File: config.mk
export PLATFORM = sky130hd
export DESIGN_NAME = mul_op_sequencer
export DESIGN_NICKNAME = d
export VERILOG_FILES = /design/src/rtl/mul_op_sequencer_pkg.sv /design/src/rtl/mul_op_fifo.sv /design/src/rtl/mul_op_sequencer.sv
export SDC_FILE = /design/constraint.sdc
export NUM_CORES = 1
export LEC_CHECK = 0
export ABC_AREA = 1
export CORE_ASPECT_RATIO = 0.7
export CORE_MARGIN = 5
export CORE_UTILIZATION = 36
export DETAILED_ROUTE_END_ITERATION = 16
export MAX_ROUTING_LAYER = met4
export PLACE_DENSITY = 0.6
export SYNTH_ARGS = -nofsm -noshare
export SYNTH_HDL_FRONTEND = slang
export SYNTH_SLANG_ARGS = --single-unit
File: constraint.sdc
create_clock -name CK -period 2 [get_ports CK]
set_clock_uncertainty 0.05 [all_clocks]
set_input_delay 0.3 -clock CK [delete_from_list [all_inputs] [get_ports CK]]
set_output_delay 0.3 -clock CK [all_outputs]
set_load 0.02 [all_outputs]
File: src/rtl/mul_op_sequencer_pkg.sv
// mul_seq_pkg: shared constants and types for the multiplier operand sequencer.
//   OPW / PW      operand and product widths of the 4x4 shift-add core
//   state_t       sequencer FSM states
//   res_t         registered result word (product, tag, error flag)
//   make_res      builds a res_t from its fields
package mul_seq_pkg;

  localparam int OPW       = 4;
  localparam int PW        = 8;
  // Widest tag the result word can carry; instantiations keep TAG_W <= this.
  localparam int TAG_MAX_W = 8;

  typedef enum logic [1:0] {
    IDLE    = 2'd0,
    LAUNCH  = 2'd1,
    GUARD_W = 2'd2,
    WAIT    = 2'd3
  } state_t;

  typedef struct packed {
    logic [PW-1:0]        p;
    logic [TAG_MAX_W-1:0] tag;
    logic                 err;
  } res_t;

  function automatic res_t make_res(input logic [PW-1:0] p,
                                    input logic [TAG_MAX_W-1:0] tag,
                                    input logic err);
    res_t r;
    r.p   = p;
    r.tag = tag;
    r.err = err;
    return r;
  endfunction

endpackage

File: src/rtl/mul_op_fifo.sv
// mul_op_fifo: small synchronous FIFO holding queued operand pairs + tags.
//   CK, RN        clock (rising edge), asynchronous active-low reset
//   push, pop     write / read strobes; ignored when full / empty
//   wdata, rdata  entry in, head entry out (rdata is the current head)
//   count         number of stored entries
//   full, empty   derived from count
module mul_op_fifo #(
  parameter int W     = 10,
  parameter int DEPTH = 2
) (
  input  logic                           CK,
  input  logic                           RN,
  input  logic                           push,
  input  logic                           pop,
  input  logic [W-1:0]                   wdata,
  output logic [W-1:0]                   rdata,
  output logic [$clog2(DEPTH+1)-1:0]     count,
  output logic                           full,
  output logic                           empty
);

  localparam int AW = (DEPTH > 1) ? $clog2(DEPTH) : 1;
  localparam int CW = $clog2(DEPTH + 1);

  logic [W-1:0]  mem [DEPTH];
  logic [AW-1:0] wr_ptr;
  logic [AW-1:0] rd_ptr;
  logic          push_ok;
  logic          pop_ok;

  assign full    = (count == CW'(DEPTH));
  assign empty   = (count == '0);
  assign push_ok = push & ~full;
  assign pop_ok  = pop & ~empty;
  assign rdata   = mem[rd_ptr];

  // DEPTH is a power of two, so the pointers wrap by plain overflow.
  always_ff @(posedge CK or negedge RN) begin
    if (!RN) begin
      wr_ptr <= '0;
      rd_ptr <= '0;
      count  <= '0;
      for (int i = 0; i < DEPTH; i++) begin
        mem[i] <= '0;
      end
    end else begin
      if (push_ok) begin
        mem[wr_ptr] <= wdata;
        wr_ptr      <= wr_ptr + AW'(1);
      end
      if (pop_ok) begin
        rd_ptr <= rd_ptr + AW'(1);
      end
      case ({push_ok, pop_ok})
        2'b10:   count <= count + CW'(1);
        2'b01:   count <= count - CW'(1);
        default: count <= count;
      endcase
    end
  end

endmodule

File: src/rtl/mul_op_sequencer.sv
// mul_op_sequencer: feeds a 4x4 shift-add multiplier core from a queued
// operand stream and returns tagged products on a result stream.
//   CK, RN                     clock (rising), asynchronous active-low reset
//   OP_VALID/OP_READY          operand stream handshake
//   OP_A, OP_B, OP_TAG         multiplicand, multiplier, request tag
//   MUL_A, MUL_B, MUL_START    operands and start pulse to the core
//   MUL_P, MUL_READY           product and ready from the core
//   RES_VALID/RES_READY        result stream handshake
//   RES_P, RES_TAG, RES_ERR    product, its tag, timeout flag (RES_P=0 then)
//   BUSY                       an op is in flight or operands are queued
module mul_op_sequencer
  import mul_seq_pkg::*;
#(
  parameter int TAG_W      = 2,
  parameter int FIFO_DEPTH = 2,
  parameter int GUARD      = 1,
  parameter int TIMEOUT    = 16
) (
  input  logic             CK,
  input  logic             RN,
  input  logic             OP_VALID,
  output logic             OP_READY,
  input  logic [3:0]       OP_A,
  input  logic [3:0]       OP_B,
  input  logic [TAG_W-1:0] OP_TAG,
  output logic [3:0]       MUL_A,
  output logic [3:0]       MUL_B,
  output logic             MUL_START,
  input  logic [7:0]       MUL_P,
  input  logic             MUL_READY,
  output logic             RES_VALID,
  input  logic             RES_READY,
  output logic [7:0]       RES_P,
  output logic [TAG_W-1:0] RES_TAG,
  output logic             RES_ERR,
  output logic             BUSY
);

  localparam int FW = 2*OPW + TAG_W;
  localparam int CW = $clog2(FIFO_DEPTH + 1);
  localparam int TW = $clog2(TIMEOUT);
  localparam int GW = (GUARD > 1) ? $clog2(GUARD) : 1;

  state_t           state_q, state_d;
  logic [OPW-1:0]   mul_a_d, mul_b_d;
  logic             start_d;
  logic [TAG_W-1:0] tag_q, tag_d;
  res_t             res_q, res_d;
  logic             res_valid_d;
  logic             busy_d;
  logic [TW-1:0]    timer_q, timer_d;
  logic [GW-1:0]    guard_q, guard_d;
  logic             live_q;

  logic             push;
  logic             launch;
  logic [FW-1:0]    fifo_rdata;
  logic [CW-1:0]    fifo_count;
  logic [CW-1:0]    count_d;
  logic             fifo_full;
  logic             fifo_empty;
  logic [OPW-1:0]   head_a, head_b;
  logic [TAG_W-1:0] head_tag;

  // live_q keeps OP_READY low while RN is asserted; the FIFO count alone
  // would already read "not full" during reset.
  assign OP_READY = live_q & ~fifo_full;
  assign push     = OP_VALID & OP_READY;
  // A new op may start only once the result slot is empty or being drained.
  assign launch   = (state_q == IDLE) & ~fifo_empty & (~RES_VALID | RES_READY);

  assign {head_a, head_b, head_tag} = fifo_rdata;

  assign RES_P   = res_q.p;
  assign RES_TAG = TAG_W'(res_q.tag);
  assign RES_ERR = res_q.err;

  mul_op_fifo #(
    .W     (FW),
    .DEPTH (FIFO_DEPTH)
  ) u_fifo (
    .CK    (CK),
    .RN    (RN),
    .push  (push),
    .pop   (launch),
    .wdata ({OP_A, OP_B, OP_TAG}),
    .rdata (fifo_rdata),
    .count (fifo_count),
    .full  (fifo_full),
    .empty (fifo_empty)
  );

  // State and registered outputs
  always_ff @(posedge CK or negedge RN) begin
    if (!RN) begin
      state_q   <= IDLE;
      MUL_A     <= '0;
      MUL_B     <= '0;
      MUL_START <= 1'b0;
      tag_q     <= '0;
      res_q     <= '0;
      RES_VALID <= 1'b0;
      BUSY      <= 1'b0;
      timer_q   <= '0;
      guard_q   <= '0;
      live_q    <= 1'b0;
    end else begin
      state_q   <= state_d;
      MUL_A     <= mul_a_d;
      MUL_B     <= mul_b_d;
      MUL_START <= start_d;
      tag_q     <= tag_d;
      res_q     <= res_d;
      RES_VALID <= res_valid_d;
      BUSY      <= busy_d;
      timer_q   <= timer_d;
      guard_q   <= guard_d;
      live_q    <= 1'b1;
    end
  end

  // Next-state logic
  always_comb begin
    state_d = state_q;
    case (state_q)
      IDLE:    if (launch) state_d = LAUNCH;
      LAUNCH:  state_d = GUARD_W;
      GUARD_W: if (guard_q == GW'(GUARD - 1)) state_d = WAIT;
      WAIT:    if (MUL_READY || (timer_q == TW'(TIMEOUT - 1))) state_d = IDLE;
      default: state_d = IDLE;
    endcase
  end

  // Next values of the registered outputs and datapath
  always_comb begin
    mul_a_d     = MUL_A;
    mul_b_d     = MUL_B;
    start_d     = 1'b0;
    tag_d       = tag_q;
    res_d       = res_q;
    res_valid_d = RES_VALID & ~RES_READY;
    timer_d     = timer_q;
    guard_d     = guard_q;

    case (state_q)
      IDLE: begin
        if (launch) begin
          mul_a_d = head_a;
          mul_b_d = head_b;
          tag_d   = head_tag;
          start_d = 1'b1;
        end
      end
      LAUNCH: begin
        guard_d = '0;
      end
      GUARD_W: begin
        // The core is still dropping READY from its previous op here.
        guard_d = guard_q + GW'(1);
        timer_d = '0;
      end
      WAIT: begin
        if (MUL_READY) begin
          res_d       = make_res(MUL_P, TAG_MAX_W'(tag_q), 1'b0);
          res_valid_d = 1'b1;
        end else if (timer_q == TW'(TIMEOUT - 1)) begin
          res_d       = make_res('0, TAG_MAX_W'(tag_q), 1'b1);
          res_valid_d = 1'b1;
        end else begin
          timer_d = timer_q + TW'(1);
        end
      end
      default: ;
    endcase
  end

  // FIFO occupancy after this edge, so BUSY can be registered
  always_comb begin
    count_d = fifo_count;
    if (push && !launch) begin
      count_d = fifo_count + CW'(1);
    end else if (!push && launch) begin
      count_d = fifo_count - CW'(1);
    end
    busy_d = (state_d != IDLE) || (count_d != '0);
  end

endmodule

Figure 1. Sequential cells grouped by signal name (run 1).
Bar = 20 um.
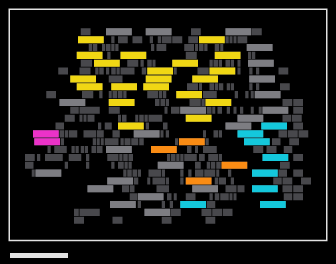
`u_fifo.mem`: in yellow, placed flops 20. `RES_P`: in cyan, placed flops 8. `u_fifo.count`: in magenta, placed flops 2. `timer_q`: in orange, placed flops 4.
Another 22 sequential cells are not colored.

Figure 2. Sizing map (run 1).
Bar = 20 um.
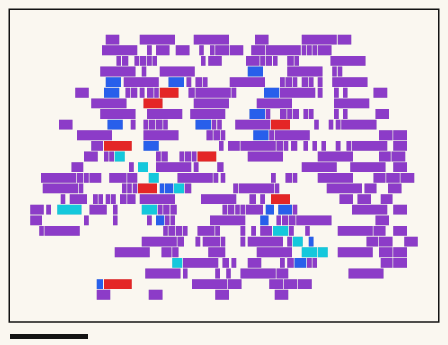
x1 and smaller: in purple, cells 270, share 88%. x6 and larger: in red, cells 8, share 2.6%. x2: in blue, cells 19, share 6.2%. x3 and x4: in cyan, cells 11, share 3.6%.
final worst-path setup slack: 0.162 ns
relative area change from synthesis to final layout: 27.5%

==> flow_summary.yaml, run 1 <==
# flow metrics
run_status:
  outcome: "finished, final reports clean"
timing:
  fin_tns_setup_ns: 0
  tightest_slew_ns: 0.589
  max_freq_ghz: 0.544
  worst_case_hold_slack_ns: 0.432
  hold_viol: 0
  finalCritPeriodShare_pct: 91.9
  setup-violations-final: 0
  final_report_max_slew_violation_count: 0
  period_minus_slack_ns: 1.84
cells_and_area:
  final_design_area_no_fill_um2: 3180
  final_net_count: 337
  final.signal_inverter_count: 33
  buffer_area_share_pct: 16.3
  largest_class: "registers"
  comb_share_pct: 29.1
  final-clk-cell-share_pct: 2.95
  final-comb-area_um2: 925
  final_cell_count_no_fill: 402
  tally_of_filler_cells_in_the_layout: 665
  comb.multi_input.count: 158
  layout_top_cells_excl_fill_tap: "68 x nand2_1, 56 x dfrtp_1, 43 x clkdlybuf4s50_1"
  largest_register: "u_fifo.mem"
  largest_register_ffs: 20
detailed_routing:
  wl_met1_um: 2450
  detailroute.wirelength.met2_um: 1910
  first_pass_iters: 4
  ant_nets: 0
  wire_per_inst_um: 11.7
  routed_wl_um: 4690
  routed-wl-met3_um: 241
  route.vias.total: 1737
  top_signal_layer_used: "met4"
synth:
  yosys_warnings: 0
  yosysSeqAreaShare_pct: 56.2
  synthArstFlopShare_pct: 100
  synth.yosys.chip_area_um2: 2490
  count_of_distinct_cell_types_in_the_synthesized_netlist: 31
  edff_count_synth: 0
  per_instance_average_area_after_synthesis_um2: 9.82
  dominantRegCellSynth: "dfrtp_1"
  postSynthCellCount: 254
die:
  tapcell.inserted: 94
  fp-utilization_pct: 36.9
  core_area_um2: 6760
  num_io_pins: 46
  floorplan.die_area_um2: 8720
  num_rows: 25
worst_setup_path:
  cell_mode_on_critical_path: "inv_1"
  timing_worst_setup_path_type: "reg2out"
  arrival_ns: 1.49
  critical-path-top-delay-family: "buffers and inverters"
  cp_slowest_stage_delay_ns: 0.37
  crit_required_ns: 1.65
  setup.worst_path.end_class: "primary output"
  cp_buf_inv_count: 4
grt:
  wire_length_of_the_first_global_routing_pass_um: 8020
  total_global_route_track_usage_pct: 12.0
  globalRouteMet3Util_pct: 2.43
  top_usage_layer: "met2"
  grt_pass1_vias: 1733
  met2_usage_pct: 17.1
  antenna_found_initial: 0
pwr:
  vdd_ir_drop_max_uv: 678
  power_mw: 4.75
  p_leak_nw: 1.52
  power.density_nw_per_um2: 1490
clock_tree:
  cts_resized: 1
  cts-root-buf: "clkbuf_8"
  cts_num_sinks: 56
  clk_pin_slew_worst_paths_ns: 0.09
  post-cts-setup-buffer-count: 0
place:
  placement.setup.worst_slack_ns: 0.217
  dp_cells: 393
  dpl_cell_area_um2: 3080
  place.port_buffers: 45
hold_path:
  min_path_type: "reg2reg"
Figure 3. Clock routing (run 1).
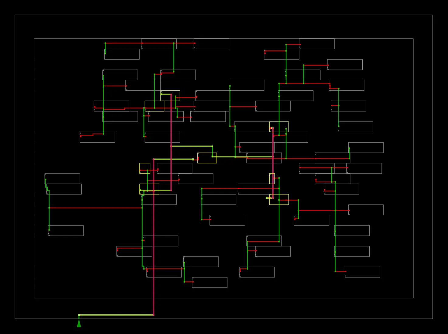
number of buffers created by CTS: 5
flip-flops: 56
layout clock buffer count: 7
clock group total power: 0.637 mW

[run 1: cells in the mapped netlist (2+ instances only)]
master / number / area, um^2
o21ai_0: 29 / 145
dfrtp_1: 56 / 1400
buf_4: 2 / 15.0
a22o_1: 8 / 70.1
nor2_4: 2 / 22.5
inv_2: 2 / 7.51
nand3_1: 3 / 15.0
nand2_2: 3 / 18.8
xor2_1: 2 / 17.5
a21oi_1: 4 / 20.0
xnor2_1: 3 / 26.3
nor2_1: 8 / 30.0
inv_1: 30 / 113
buf_2: 3 / 15.0
nand2_1: 68 / 255
ha_1: 7 / 87.6
mux2_2: 10 / 113
[run 1: cell families (layout without fill, tap and decap cells)]
family,Yosys count,in the layout,synth area share [%]
AND/OR/NAND/NOR,92,92,17.1
AND-OR/OR-AND,43,43,10.1
XOR/XNOR,5,5,1.76
other,1,1,0.150
adder cells (fa/ha/maj),7,7,3.51
multiplexers,10,10,4.51
buffers and inverters,40,94,6.77
flip-flops,56,56,56.2
[run 1: final timing paths]
kind	depth (start not counted)	startpoint	slack, ns	endpoint
worst max register to register	9	state_q[0]$_DFF_PN0_	0.33	u_fifo.count[1]$_DFFE_PN0P_
worst min-delay path	1	u_fifo.count[0]$_DFFE_PN0P_	0.43	u_fifo.count[0]$_DFFE_PN0P_
worst min register to register	1	u_fifo.count[0]$_DFFE_PN0P_	0.43	u_fifo.count[0]$_DFFE_PN0P_
worst max-delay path	6	u_fifo.count[0]$_DFFE_PN0P_	0.16	OP_READY
max in group asynchronous	3	RN	1.19	timer_q[2]$_DFFE_PN0P_
min in group asynchronous	3	RN	0.46	RES_P[4]$_DFFE_PN0P_
[run 1: report_power, final]
part / switching (mW) / internal (mW) / total, mW
sequential: 0.296 / 1.64 / 1.94
clock: 0.355 / 0.282 / 0.637
combinational: 1.17 / 1.00 / 2.17
Figure 4. Clock wires, drivers and flops (run 1).
Bar = 20 um.
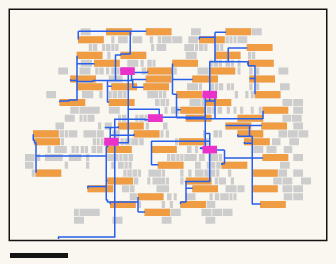

==> inputs of run 2 (changes only) <==
==> constraint.sdc (replaced) <==
create_clock -name CK -period 1.9 [get_ports CK]
set_clock_uncertainty 0.05 [all_clocks]
set_input_delay 0.285 -clock CK [delete_from_list [all_inputs] [get_ports CK]]
set_output_delay 0.285 -clock CK [all_outputs]
set_load 0.02 [all_outputs]
Figure 5. Clock wires, drivers and flops (run 2).
Bar = 20 um.
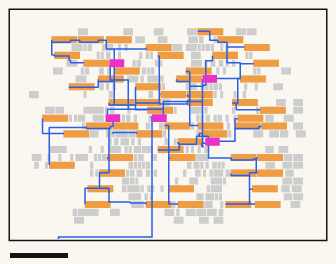
clock wires: in blue, length 710 um. flip-flops: in orange, count 56. clock-net drivers: in magenta, count 5.
There are 6 routed clock nets.
worst skew pair latency: 0.31 ns
clock group total power: 0.658 mW
clock network fraction of design power: 13.2%

==> flow_summary.yaml, run 2 <==
# flow metrics
pwr:
  p_leak_nw: 1.51
  power.density_nw_per_um2: 1570
  power_mw: 4.98
worst_setup_path:
  crit_required_ns: 2.04
  arrival_ns: 1.87
  setup.worst_path.start: "state_q[0]$_DFF_PN0_"
  regToRegSetupSlack_ns: 0.18
  setup.worst_path.end_class: "flop"
  timing_worst_setup_path_type: "reg2reg"
  critical-path-top-delay-family: "adder cells"
  cp_buf_inv_count: 3
synth:
  yosysSeqAreaShare_pct: 56.2
  cell_with_the_most_instances_after_synthesis: "nand2_1"
  per_instance_average_area_after_synthesis_um2: 9.82
  postSynthCellCount: 254
  yosys-top-cells-area: "dfrtp_1 56%, nand2_1 10%, o21ai_0 5.8%"
  dominantRegCellSynth: "dfrtp_1"
  edff_count_synth: 0
  yosys_warnings: 0
  synthArstFlopShare_pct: 100
run_status:
  outcome: "finished, final reports clean"
clock_tree:
  cts-root-buf: "clkbuf_8"
  cts_num_sinks: 56
cells_and_area:
  final_net_count: 336
  largest_register: "u_fifo.mem"
  final_design_area_no_fill_um2: 3160
  largest_register_ffs: 20
  layout_top_cells_excl_fill_tap: "68 x nand2_1, 56 x dfrtp_1, 43 x clkdlybuf4s50_1"
  tally_of_filler_cells_in_the_layout: 652
die:
  num_rows: 25
  floorplan.die_area_um2: 8720
  core_area_um2: 6760
timing:
  tightest_slew_ns: 0.580
  period_minus_slack_ns: 1.72
  final_report_max_slew_violation_count: 0
  finalCritPeriodShare_pct: 90.6
  hold_viol: 0
detailed_routing:
  first_pass_iters: 4
  wire_per_inst_um: 12.0
  routed-wl-met3_um: 295
  wl_met1_um: 2550
  top_signal_layer_used: "met4"
place:
  dpl_cell_area_um2: 3070
  place.port_buffers: 45
hold_path:
  min_path_type: "in2async"
-- run 2: cell families after synthesis --
kind of cell    share of synthesized area, %
flops                                   56.2
compound gates                          10.1
simple gates                            17.1
buf+inv                                 6.77
xor+xnor                                1.76
mux                                     4.51
fa+ha+maj                               3.51
other cells                            0.150
-- run 2: where the power goes --
group | internal (mW) | switching [mW]
clock network | 0.263 | 0.395
logic | 1.05 | 1.24
registers | 1.73 | 0.309
-- run 2: metrics by stage --
stage,worst slack [ns],hold WS (ns),cells
detailed placement,0.141,0.259,392
CTS,0.0465,0.436,401
finish,0.179,0.436,401
floorplan,0.195,-0.0606,254
global placement,0.137,0.261,392
global route,0.0429,0.451,401
-- run 2: tightest hold or removal path, delay by kind of cell --
| family | cells | cell delay (ns) |
|---|---|---|
| buf+inv | 3 | 0.91 |
-- run 2: layout make-up --
cell class | instances | share of cell area, %
Sequential cell | 56 | 44.3
Multi-Input combinational cell | 158 | 29.2
Clock buffer | 6 | 2.29
Timing Repair Buffer | 52 | 16.1
Clock inverter | 2 | 0.514
Tap cell | 94 | 3.72
Inverter | 33 | 3.91
-- run 2: what timing repair did --
| item | in CTS | in global routing |
|---|---|---|
| resized | 1 | 2 |
| hold buffers | 1 | 0 |
| buffers inserted | 0 | 0 |
| endpoints found under the hold margin | 56 | 0 |
| pin swaps | 0 | 0 |
| setup endpoints to repair | 1 | 1 |
-- run 2: how the worst max path moves through the flow --
| stage | to | cells after the start |
|---|---|---|
| after floorplan | u_fifo.count[1]$_DFFE_PN0P_ | 10 |
| after global placement | OP_READY | 6 |
| after detailed placement | OP_READY | 6 |
| after CTS | OP_READY | 6 |
| after global routing | u_fifo.count[1]$_DFFE_PN0P_ | 9 |
| final | u_fifo.count[1]$_DFFE_PN0P_ | 9 |
No activity file was given, so power comes from the tool's default toggle rates.
